### Signal wires on met2, run 1

The bar under the picture is 50 um long.
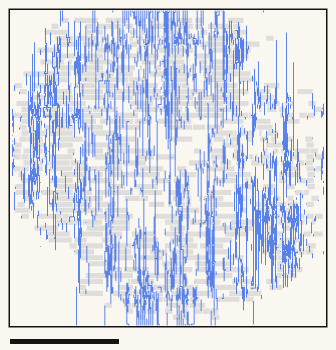
### Met3 routing, run 1

The bar under the picture is 50 um long.
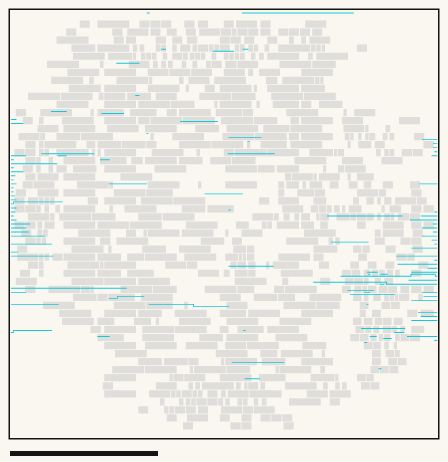
### Signal wires on met1, run 1

The bar under the picture is 50 um long.
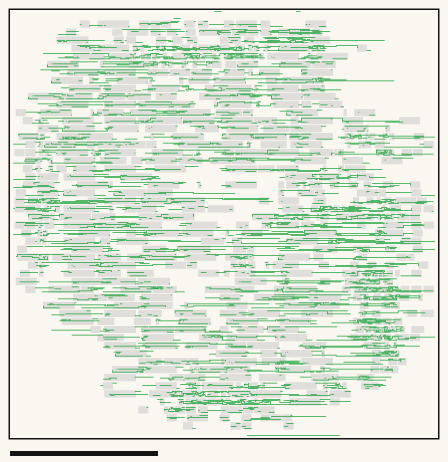
--- config.mk ---
export PLATFORM = sky130hd
export DESIGN_NAME = wb_port_arbiter_flat
export DESIGN_NICKNAME = d
export VERILOG_FILES = /design/src/rtl/wb_port_arbiter_if.sv /design/src/rtl/wb_port_arbiter.sv /design/src/flat_wrapper.sv
export SDC_FILE = /design/constraint.sdc
export NUM_CORES = 1
export LEC_CHECK = 0
export CORE_UTILIZATION = 40
export DETAILED_ROUTE_END_ITERATION = 8
export PLACE_DENSITY = 0.69
export SKIP_LAST_GASP = 1
export SYNTH_ARGS = -nofsm -noshare
export SYNTH_HDL_FRONTEND = slang
export SYNTH_SLANG_ARGS = --single-unit
--- constraint.sdc ---
create_clock -name clk -period 3.7 [get_ports clk]
set_input_delay 0.925 -clock clk [delete_from_list [all_inputs] [get_ports clk]]
set_output_delay 0.925 -clock clk [all_outputs]
set_load 0.02 [all_outputs]
--- src/rtl/wb_port_arbiter_if.sv ---
// Write-back arbiter bus: pipeline and long-latency sources in,
// single register file write port and hazard checks out.
interface wb_port_arbiter_if #(
  parameter int DEPTH  = 4,
  parameter int ADDR_W = 5,
  parameter int DATA_W = 32
);
  localparam int CW = $clog2(DEPTH) + 1;

  logic              pipe_we;
  logic [ADDR_W-1:0] pipe_addr;
  logic [DATA_W-1:0] pipe_data;
  logic              lu_valid;
  logic              lu_ready;
  logic [ADDR_W-1:0] lu_addr;
  logic [DATA_W-1:0] lu_data;
  logic              stall_req;
  logic              we;
  logic [ADDR_W-1:0] write_addr;
  logic [DATA_W-1:0] write_data;
  logic [ADDR_W-1:0] chk1_addr;
  logic              chk1_pending;
  logic [ADDR_W-1:0] chk2_addr;
  logic              chk2_pending;
  logic [CW-1:0]     fifo_count;

  modport slave (
    input  pipe_we, pipe_addr, pipe_data,
    input  lu_valid, lu_addr, lu_data,
    input  chk1_addr, chk2_addr,
    output lu_ready, stall_req,
    output we, write_addr, write_data,
    output chk1_pending, chk2_pending,
    output fifo_count
  );

  modport master (
    output pipe_we, pipe_addr, pipe_data,
    output lu_valid, lu_addr, lu_data,
    output chk1_addr, chk2_addr,
    input  lu_ready, stall_req,
    input  we, write_addr, write_data,
    input  chk1_pending, chk2_pending,
    input  fifo_count
  );
endinterface

--- src/rtl/wb_port_arbiter.sv ---
// Single register-file write port shared by the in-order pipeline
// and a FIFO of long-latency results, with starvation relief.
module wb_port_arbiter #(
  parameter int DEPTH      = 4,
  parameter int ADDR_W     = 5,
  parameter int DATA_W     = 32,
  parameter int STARVE_MAX = 3
) (
  input logic              clk,
  input logic              rst,
  wb_port_arbiter_if.slave bus
);
  localparam int PW = $clog2(DEPTH);
  localparam int CW = PW + 1;
  localparam int SW = $clog2(STARVE_MAX + 1);

  logic [ADDR_W-1:0] mem_addr [DEPTH];
  logic [DATA_W-1:0] mem_data [DEPTH];

  logic [PW-1:0]     wptr;
  logic [PW-1:0]     rptr;
  logic [CW-1:0]     cnt;
  logic [SW-1:0]     starve;
  logic              stall_q;
  logic              we_q;
  logic [ADDR_W-1:0] addr_q;
  logic [DATA_W-1:0] data_q;

  logic          empty;
  logic          pipe_req;
  logic          accept;
  logic          push;
  logic          pop;
  logic          take_pipe;
  logic [SW-1:0] starve_nxt;
  logic          hit1;
  logic          hit2;

  assign empty      = cnt == '0;
  assign pipe_req   = bus.pipe_we && (bus.pipe_addr != '0);
  assign bus.lu_ready = cnt < CW'(DEPTH);
  assign accept     = bus.lu_valid && bus.lu_ready;
  assign push       = accept && (bus.lu_addr != '0);
  assign starve_nxt = starve + 1'b1;

  always_comb begin
    pop       = 1'b0;
    take_pipe = 1'b0;
    priority case (1'b1)
      stall_q:  pop       = !empty;
      pipe_req: take_pipe = 1'b1;
      !empty:   pop       = 1'b1;
      default:  ;
    endcase
  end

  always_ff @(posedge clk) begin
    if (push) begin
      mem_addr[wptr] <= bus.lu_addr;
      mem_data[wptr] <= bus.lu_data;
    end
  end

  always_ff @(posedge clk) begin
    if (!rst) begin
      wptr    <= '0;
      rptr    <= '0;
      cnt     <= '0;
      starve  <= '0;
      stall_q <= 1'b0;
      we_q    <= 1'b0;
      addr_q  <= '0;
      data_q  <= '0;
    end else begin
      if (push) wptr <= wptr + 1'b1;
      if (pop)  rptr <= rptr + 1'b1;
      cnt  <= cnt + CW'(push) - CW'(pop);
      we_q <= pop || take_pipe;
      if (pop) begin
        addr_q <= mem_addr[rptr];
        data_q <= mem_data[rptr];
      end else if (take_pipe) begin
        addr_q <= bus.pipe_addr;
        data_q <= bus.pipe_data;
      end
      // stall_req is a one-cycle pulse: the forced pop clears it
      if (pop || empty) begin
        starve  <= '0;
        stall_q <= 1'b0;
      end else if (take_pipe) begin
        starve  <= starve_nxt;
        stall_q <= starve_nxt == SW'(STARVE_MAX);
      end
    end
  end

  always_comb begin
    logic [PW-1:0] off;
    logic          live;
    hit1 = 1'b0;
    hit2 = 1'b0;
    off  = '0;
    live = 1'b0;
    for (int i = 0; i < DEPTH; i++) begin
      off  = PW'(i) - rptr;
      live = CW'(off) < cnt;
      if (live && mem_addr[i] == bus.chk1_addr) hit1 = 1'b1;
      if (live && mem_addr[i] == bus.chk2_addr) hit2 = 1'b1;
    end
  end

  assign bus.chk1_pending = hit1 && (bus.chk1_addr != '0);
  assign bus.chk2_pending = hit2 && (bus.chk2_addr != '0);
  assign bus.stall_req    = stall_q;
  assign bus.we           = we_q;
  assign bus.write_addr   = addr_q;
  assign bus.write_data   = data_q;
  assign bus.fifo_count   = cnt;
endmodule

--- src/flat_wrapper.sv ---
// flat-port wrapper written by rule: the top's interface ports become plain ports
module wb_port_arbiter_flat 
#(
  parameter int DEPTH      = 4,
  parameter int ADDR_W     = 5,
  parameter int DATA_W     = 32,
  parameter int STARVE_MAX = 3
)
  (clk, rst, bus_pipe_we, bus_pipe_addr, bus_pipe_data, bus_lu_valid, bus_lu_addr, bus_lu_data, bus_chk1_addr, bus_chk2_addr, bus_lu_ready, bus_stall_req, bus_we, bus_write_addr, bus_write_data, bus_chk1_pending, bus_chk2_pending, bus_fifo_count);
  wb_port_arbiter_if #(.DEPTH(DEPTH), .ADDR_W(ADDR_W), .DATA_W(DATA_W)) bus_i ();
  input logic clk;
  input logic rst;
  input wire logic [$bits(bus_i.pipe_we)-1:0] bus_pipe_we;
  input wire logic [$bits(bus_i.pipe_addr)-1:0] bus_pipe_addr;
  input wire logic [$bits(bus_i.pipe_data)-1:0] bus_pipe_data;
  input wire logic [$bits(bus_i.lu_valid)-1:0] bus_lu_valid;
  input wire logic [$bits(bus_i.lu_addr)-1:0] bus_lu_addr;
  input wire logic [$bits(bus_i.lu_data)-1:0] bus_lu_data;
  input wire logic [$bits(bus_i.chk1_addr)-1:0] bus_chk1_addr;
  input wire logic [$bits(bus_i.chk2_addr)-1:0] bus_chk2_addr;
  output wire logic [$bits(bus_i.lu_ready)-1:0] bus_lu_ready;
  output wire logic [$bits(bus_i.stall_req)-1:0] bus_stall_req;
  output wire logic [$bits(bus_i.we)-1:0] bus_we;
  output wire logic [$bits(bus_i.write_addr)-1:0] bus_write_addr;
  output wire logic [$bits(bus_i.write_data)-1:0] bus_write_data;
  output wire logic [$bits(bus_i.chk1_pending)-1:0] bus_chk1_pending;
  output wire logic [$bits(bus_i.chk2_pending)-1:0] bus_chk2_pending;
  output wire logic [$bits(bus_i.fifo_count)-1:0] bus_fifo_count;
  assign bus_i.pipe_we = bus_pipe_we;
  assign bus_i.pipe_addr = bus_pipe_addr;
  assign bus_i.pipe_data = bus_pipe_data;
  assign bus_i.lu_valid = bus_lu_valid;
  assign bus_i.lu_addr = bus_lu_addr;
  assign bus_i.lu_data = bus_lu_data;
  assign bus_i.chk1_addr = bus_chk1_addr;
  assign bus_i.chk2_addr = bus_chk2_addr;
  assign bus_lu_ready = bus_i.lu_ready;
  assign bus_stall_req = bus_i.stall_req;
  assign bus_we = bus_i.we;
  assign bus_write_addr = bus_i.write_addr;
  assign bus_write_data = bus_i.write_data;
  assign bus_chk1_pending = bus_i.chk1_pending;
  assign bus_chk2_pending = bus_i.chk2_pending;
  assign bus_fifo_count = bus_i.fifo_count;
  wb_port_arbiter #(.DEPTH(DEPTH), .ADDR_W(ADDR_W), .DATA_W(DATA_W), .STARVE_MAX(STARVE_MAX)) u_core (.clk(clk), .rst(rst), .bus(bus_i));
endmodule
==> results.json, run 1 <==
{
  "outcome": "finished clean",
  "fin_util_pct": 53.02,
  "worstPathMaxFanout": 4,
  "cts_setup_buffers": 0,
  "final_cells": 957,
  "grt_setup_unrepaired": "false",
  "endpoint_kind": "output pin",
  "crit_path_top_delay_cell": "clkdlybuf4s50_1",
  "finalMaxSlewViolations": 0,
  "top_logic_kind": "multiplexers",
  "ys_types": 37,
  "num_antenna_cells": 0,
  "place_inst": 925,
  "drc_errors": 0,
  "numCtsBuffers": 17,
  "ys.flops": 198,
  "clockBufferDepth": 2,
  "fin_area_mm2": 0.01045,
  "final_cell_mix": "edfxtp_1 (148), clkdlybuf4s50_1 (127), a21oi_1 (73)",
  "wl_per_cell_um": 19.14,
  "synth.avg_cell_area_um2": 14.81,
  "dp_slack_ns": -0.2195,
  "io_pins": 133,
  "dpl_cell_area_mm2": 0.009836,
  "area_growth_syn_to_layout_pct": 28.07,
  "vdd.ir_drop.worst_mv": 0.3572,
  "drv_cap": 0,
  "drt_wl_total_mm": 18.32,
  "netlist_instances": 551,
  "initCoreUtil_pct": 41.40,
  "critPathMaxStageDelay_ns": 0.56,
  "required_ns": 2.77,
  "rows": 51,
  "hold_class": "reg -> reg",
  "synth_area_mm2": 0.008163,
  "grt_max_degree": 49,
  "topCellsByArea": "edfxtp_1 (54%), dfxtp_1 (12%), mux4_2 (10%)",
  "warning_count": 30,
  "flop_cell": "edfxtp_1",
  "hpwlAfterDp_mm": 12.35,
  "ys_sh_mux_pct": 10.58,
  "simple_gate_share_pct": 5.395,
  "firstDrtPassIters": 5,
  "core_mm2": 0.01972,
  "crit_path_frequent_cell": "nor4_1",
  "setup_viol": 0,
  "gp_congestion": 0.8959,
  "drt_iter0_markers": 335,
  "ctsHoldBuffers": 0,
  "finalWorstSetupSlack_ns": 0.1280,
  "fin_hold_ws_ns": 0.4183,
  "synth_nets": 651,
  "grt_pass1_wl_mm": 28.20,
  "crit_family": "buffers and inverters",
  "crit_type": "in -> out",
  "xor_share_pct": 5.028,
  "p_leak_uw": 0.003530,
  "yosysTopAreaCell": "edfxtp_1",
  "max_slew_margin_pct": 30.27,
  "grt_pass1_vias": 5209,
  "critical_path_arrival_ns": 2.65,
  "clk_pin_slew_ns": 0.08,
  "ys_seq_share_pct": 66.71,
  "ys_sh_adder_pct": 1.931,
  "critPathBufInv": 2,
  "ys_warn_count": 0,
  "portBuffers": 132,
  "htreeDepth": 4,
  "synth_async_sr_flop_share_pct": 0,
  "cts_tree": "done",
  "critPathLaunchType": "primary input",
  "top_area_share_pct": 54.45,
  "p_per_area_mw_per_mm2": 634.4,
  "vias_per_cell": 5.213,
  "cp_cell_sequence": "clkdlybuf4s50_1 > xnor2_1 > nand3_1 > nor4_1 > nor4_1 > a21oi_1 > dlygate4sd2_1",
  "finalPower_uw": 6632,
  "period_used_pct": 96.54,
  "ys_cells": 551,
  "synth_chip_area_mm2": 0.008163,
  "dieWidth_um": 144.9,
  "layout_top_cell": "edfxtp_1",
  "clock-sinks": 198,
  "cts-root-buf": "clkbuf_16",
  "fmax_mhz": 280.0,
  "die_area_mm2": 0.02098,
  "grtUsageTotal_pct": 18.47
}
Back to the opening pictures, 'Signal wires on met2':
main direction: vertical
nets with wire on the layer: 684
wire length on this layer: 9100 um
longest straight run: 62.7 um
met2 usage: 30.95%
routed via count: 4989

Back to the opening pictures, 'Met3 routing':
nets with wire on the layer: 83
wire length on this layer: 752 um
main direction: horizontal
share of all routed wire: 4.1%

Back to the opening pictures, 'Signal wires on met1':
share of all routed wire: 44%
main direction: horizontal
wire length on this layer: 8070 um
nets with wire on the layer: 709
longest straight run: 41.4 um

==> run 1: routing by layer <==
| metal | global-route usage, % | vias to the layer above | routed length [um] |
|---|---|---|---|
| met5 | 0 | - | 0 |
| met4 | 7.812 | 0 | 405 |
| met3 | 3.159 | 31 | 751 |
| met2 | 30.95 | 125 | 9096 |
| met1 | 23.72 | 2506 | 8066 |
| li1 | - | 2327 | - |
==> run 1: where the power goes <==
part,total (uW),internal [uW],switching [uW]
registers,2900,2680,223
clock network,1860,931,928
logic,1870,880,995
total,6630,4490,2150
==> run 1: synth_stat cells (3+ instances only) <==
library cell	instances
mux2i_1	3
a21oi_1	73
ha_1	11
clkbuf_1	24
xor2_1	17
inv_1	9
o21ai_0	32
dfxtp_1	50
buf_2	12
and2_1	11
nand3_1	11
edfxtp_1	148
o21ai_1	3
nand2_1	38
nand2b_1	3
nor2_1	6
mux4_2	37
nor4_1	10
xnor2_1	28
==> run 1: path summary, 6_finish.rpt <==
kind	cells past startpoint	to	startpoint	slack, ns
worst max-delay path	7	bus_chk2_pending	bus_chk2_addr[3]	0.13
worst min register to register	1	u_core.starve[0]	u_core.starve[0]	0.42
worst min-delay path	1	u_core.starve[0]	u_core.starve[0]	0.42
worst max register to register	9	u_core.bus.fifo_count[2]	u_core.bus.stall_req	1.53
==> run 1: final cells by class <==
cell class	count	area, um^2
multi-input combinational	304	2520
inverter	10	37.54
timing repair buffer	148	1498
clock inverter	15	193.9
sequential	198	5448
clock buffer	17	425.4
tap	265	331.6
fill	1592	9264
==> run 1: registers in the layout, summed over array words and instances (netlist names), named ones only <==
register,count
u_core.mem_data,128
u_core.bus.stall_req,1
u_core.rptr,2
u_core.wptr,2
u_core.bus.write_data,32
u_core.mem_addr,20
u_core.bus.fifo_count,3
u_core.bus.write_addr,5
u_core.bus.we,1
u_core.starve,2
==> run 2: changes to the inputs <==
- SETUP_SLACK_MARGIN: not set -> 0.15
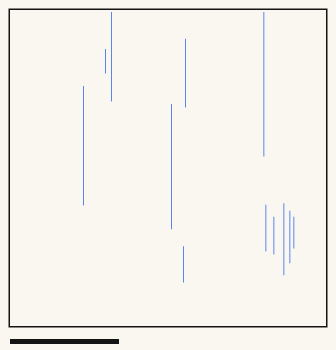
*M4 wires, run 2*
The bar under the picture is 50 um long.
wire length on this layer: 386 um
share of all routed wire: 2.1%
longest straight run: 66.0 um
final WL: 18.45 mm
routed via count: 5003

==> run 2 against run 1 <==
Against the previous run:
- setup slack improved by 0.055 ns
- routed wire length increased by 0.73%
- first-iteration DRC count rose by 4.8%
- sequential power hardly changed
- critical path depth unchanged
- total power grew 0.20%
- maximum frequency up 1.6%
- final area increased by 0.30%
- global-route usage unchanged
- area after synthesis unchanged
- critical path type unchanged
- highest routed layer unchanged
==> results.json, run 2 <==
{
  "outcome": "finished clean",
  "largest_register": "u_core.mem_data",
  "r2r_start": "u_core.bus.stall_req",
  "comb_area_mm2": 0.002545,
  "endpoint_kind": "output pin",
  "synth_async_sr_flop_share_pct": 0,
  "ys.flops": 198,
  "crit_end": "bus_chk1_pending",
  "drv_cap": 0,
  "max_slew_margin_pct": 30.57,
  "largest_register_ffs": 128,
  "power.switching_uw": 2155,
  "final_cell_mix": "edfxtp_1 (148), clkdlybuf4s50_1 (122), a21oi_1 (73)",
  "critPathLaunchType": "primary input",
  "layout_top_cell": "edfxtp_1",
  "vias_per_cell": 5.228,
  "ys_seq_share_pct": 66.71,
  "initCoreUtil_pct": 41.40,
  "drt_iter0_markers": 351,
  "hold_start": "u_core.starve[0]",
  "netlist_instances": 551,
  "setup_viol": 0,
  "grt_pass1_vias": 5213,
  "r2r_end": "u_core.bus.fifo_count[2]",
  "period_used_pct": 95.04,
  "vdd.ir_drop.worst_mv": 0.3553,
  "clockBufferDepth": 2,
  "topCellsByArea": "edfxtp_1 (54%), dfxtp_1 (12%), mux4_2 (10%)",
  "flop_cell": "edfxtp_1",
  "finalMaxSlewViolations": 0,
  "top_logic_kind": "multiplexers",
  "dpl_cell_area_mm2": 0.009836,
  "wl_per_cell_um": 19.28,
  "top_area_share_pct": 54.45,
  "swShare_pct": 32.44,
  "dieWidth_um": 144.9,
  "ys_cells": 551,
  "firstDrtPassIters": 5,
  "grtUsageTotal_pct": 18.47,
  "synth_area_mm2": 0.008163,
  "grt_pass1_wl_mm": 28.21,
  "ys_types": 37,
  "crit_type": "in -> out",
  "fillers": 1587,
  "grt_setup_unrepaired": "false",
  "crit_start": "bus_chk1_addr[0]",
  "required_ns": 2.77,
  "p_per_area_mw_per_mm2": 633.7
}
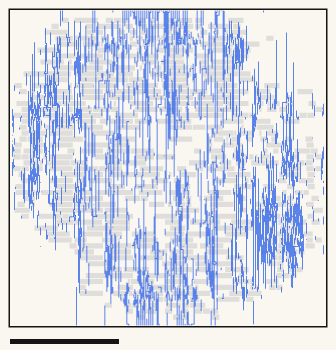
*Signal wires on met2, run 2*
The bar under the picture is 50 um long.
wire length on this layer: 9290 um
nets with wire on the layer: 691
main direction: vertical
share of all routed wire: 50%

## run 2: critical path: stages
cell,delay [ns]
clkdlybuf4s50_1,0.51
buf_4,0.16
xor2_1,0.23
nor4_2,0.09
nor4_1,0.34
a21oi_1,0.08
clkdlybuf4s15_2,0.26
## run 2: worst min-delay path by stage
stage	endpoint	slack, ns	depth (start not counted)
final	u_core.starve[0]	0.42	1
after global routing	u_core.starve[0]	0.45	1
after CTS	u_core.starve[0]	0.42	1
after detailed placement	u_core.starve[0]	0.41	1
after global placement	u_core.starve[0]	0.40	1
after floorplan	u_core.starve[0]	0.39	1
## run 2: cell type report
| cell class | count | share of cell area, % |
|---|---|---|
| Clock buffer | 17 | 4.057 |
| Multi-Input combinational cell | 304 | 24.27 |
| Tap cell | 265 | 3.162 |
| Sequential cell | 198 | 51.98 |
| Inverter | 10 | 0.3580 |
| Timing Repair Buffer | 148 | 14.32 |
| Clock inverter | 15 | 1.850 |
## run 2: routing by layer
metal  track usage, %  vias to the layer above  part of all wire [%]
li1                 -                     2326                     -
met1            23.69                     2527                    44
met2            30.95                      121                    50
met3            3.192                       29                   3.8
met4            7.812                        0                   2.1
met5                0                        -                     0
## run 2: through the flow
step                utilization [%]  hold WS (ns)  total power, uW  setup TNS (ns)  worst slack, ns
finish                        53.18        0.4187             6645               0           0.1834
CTS                           53.02        0.4196             6714               0           0.1812
global route                  53.18        0.4518             6986               0          0.06824
floorplan                         -        0.3925             4101               0           0.7246
global placement              49.88        0.3996             4823         -0.2818          -0.1441
detailed placement            49.88        0.4080             4863         -0.3598          -0.2195
## run 2: timing repair
action,CTS,global route
gates resized,10,11
endpoints found under the setup margin,2,2
pin swaps,1,1
hold buffers,0,0
==> run 3: changes to the inputs <==
- CORE_UTILIZATION: 40 -> 53
- PLACE_DENSITY: 0.69 -> 0.85
- SETUP_SLACK_MARGIN: 0.15 -> not set
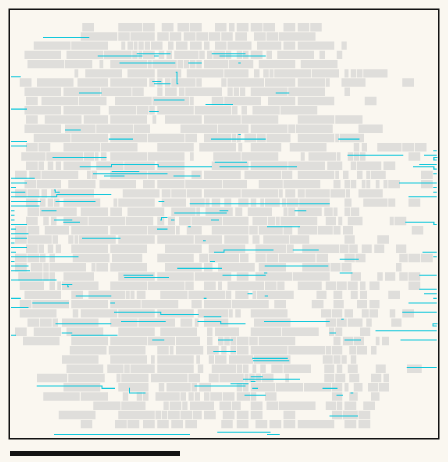
*Met3 routing, run 3*
The bar under the picture is 50 um long.
wire length on this layer: 1120 um
longest straight run: 40.9 um

==> run 3 against run 2 <==
Against the previous run:
- count of clock-buffer cells in the layout rose by 5
- setup slack got worse by 0.024 ns
- clock skew fell by 0.0032 ns
- final area fell by 2.2%
- utilization rose by 16 points
- sequential power barely moved
- total power fell by 1.4%
- routed wire length rose by 2.6%
- synthesized cell count did not move
- global-route usage rose by 6.5 points
- worst hold slack barely moved
- clock power fell by 4%
- critical path type unchanged
- critical endpoint unchanged
- largest cell class unchanged
==> results.json, run 3 <==
{
  "vias": 5156,
  "ctsHoldBuffers": 0,
  "largest_register_ffs": 128,
  "hpwlAfterDp_mm": 12.28,
  "crit_type": "in -> out",
  "gp_congestion": 0.8554,
  "synth_area_mm2": 0.008163,
  "largest_register": "u_core.mem_data",
  "critical_path_arrival_ns": 2.62,
  "top_area_share_pct": 54.45,
  "whs_path_depth": 1,
  "cts_resized": 4,
  "grt_pass1_vias": 5351,
  "vias_per_cell": 5.893,
  "p_per_area_mw_per_mm2": 639.0,
  "crit_family": "buffers and inverters",
  "topCellsByArea": "edfxtp_1 (54%), dfxtp_1 (12%), mux4_2 (10%)",
  "met1_length_mm": 7.491,
  "grt_util_met2_pct": 42.22,
  "netlist_instances": 551,
  "dp_slack_ns": -0.2514,
  "num_antenna_cells": 0,
  "worstPathMaxFanout": 5,
  "ys_warn_count": 0,
  "synth_async_sr_flop_share_pct": 0,
  "ys_types": 37,
  "endpoint_kind": "output pin",
  "vdd.ir_drop.worst_mv": 0.4391,
  "grt_max_degree": 49,
  "critPathBufInv": 3,
  "clk_pin_slew_ns": 0.07,
  "drc_errors": 0,
  "use_met1_pct": 31.09,
  "outcome": "finished clean",
  "crit_path_top_delay_cell": "clkdlybuf4s50_1",
  "finalPower_uw": 6555,
  "cts_setup_buffers": 0,
  "top_cell": "edfxtp_1",
  "worstRegToRegCells": 3,
  "hold_class": "reg -> reg",
  "required_ns": 2.77,
  "portBuffers": 132,
  "clockBufferDepth": 2,
  "drv_cap": 0,
  "synth.avg_cell_area_um2": 14.81,
  "maxUsedRoutingLayer": "met4",
  "die_area_mm2": 0.01590,
  "setup_viol": 0,
  "warning_count": 30,
  "htreeDepth": 4,
  "finalMaxSlewViolations": 0
}
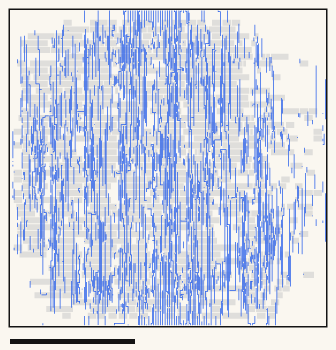
*Signal wires on met2, run 3*
The bar under the picture is 50 um long.
wire length on this layer: 9810 um
longest straight run: 67.2 um
nets with wire on the layer: 697

==> run 3: cell counts after synthesis <==
No cell type changed its count.
==> run 3: worst paths after layout <==
check	end	slack, ns	start
max	bus_chk1_pending	0.16	bus_chk1_addr[4]
min	u_core.starve[0]	0.42	u_core.starve[0]
max reg2reg	u_core.mem_data[3][27]	1.35	u_core.bus.fifo_count[2]
min reg2reg	u_core.starve[0]	0.42	u_core.starve[0]
==> run 3: power by group <==
| part | internal [uW] | switching [uW] |
|---|---|---|
| Sequential | 2680 | 214 |
| Combinational | 860 | 1020 |
| Clock | 1010 | 770 |
| Total | 4550 | 2000 |
==> run 3: area by class of cell <==
class                      instances  area, um^2  area share, %
clock inverter                    10       93.84         0.9149
sequential                       198        5448          53.11
tap                              184       230.2          2.244
inverter                          10       37.54         0.3659
timing repair buffer             147        1430          13.94
multi-input combinational        304        2532          24.69
clock buffer                      22       485.5          4.733
==> run 3: logic make-up (layout without fill, tap and decap cells) <==
family | after synthesis | in the layout | share of synthesized area, %
xor+xnor | 46 | 46 | 5.028
buf+inv | 49 | 189 | 2.621
compound gates | 119 | 119 | 7.740
fa+ha+maj | 12 | 12 | 1.931
mux | 40 | 40 | 10.58
simple gates | 87 | 87 | 5.396
flops | 198 | 198 | 66.71
==> run 3: through the flow <==
stage | utilization, % | hold slack, ns | cell area (um^2)
2_1_floorplan | - | 0.3925 | 8163
3_3_place_gp | 65.54 | 0.4000 | 9669
3_5_place_dp | 65.54 | 0.4101 | 9669
4_1_cts | 69.49 | 0.4197 | 10250
5_1_grt | 69.52 | 0.4332 | 10260
6_report | 69.52 | 0.4189 | 10260

==> screenshots <==
Routing congestion.
shot_01.png
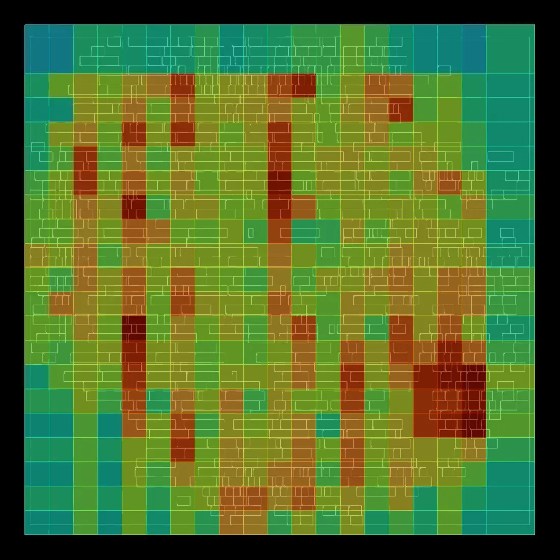
shot_02.png
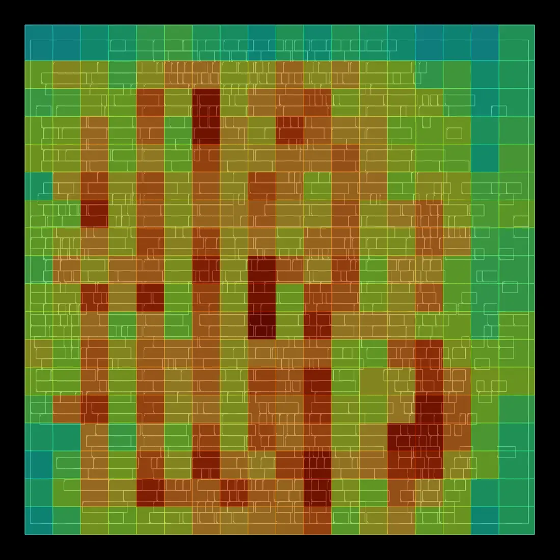
shot_02.png -> run 3
shot_01.png -> run 2
Of these, highest track usage: shot_02.png

Power is estimated from default activity; no workload was simulated.
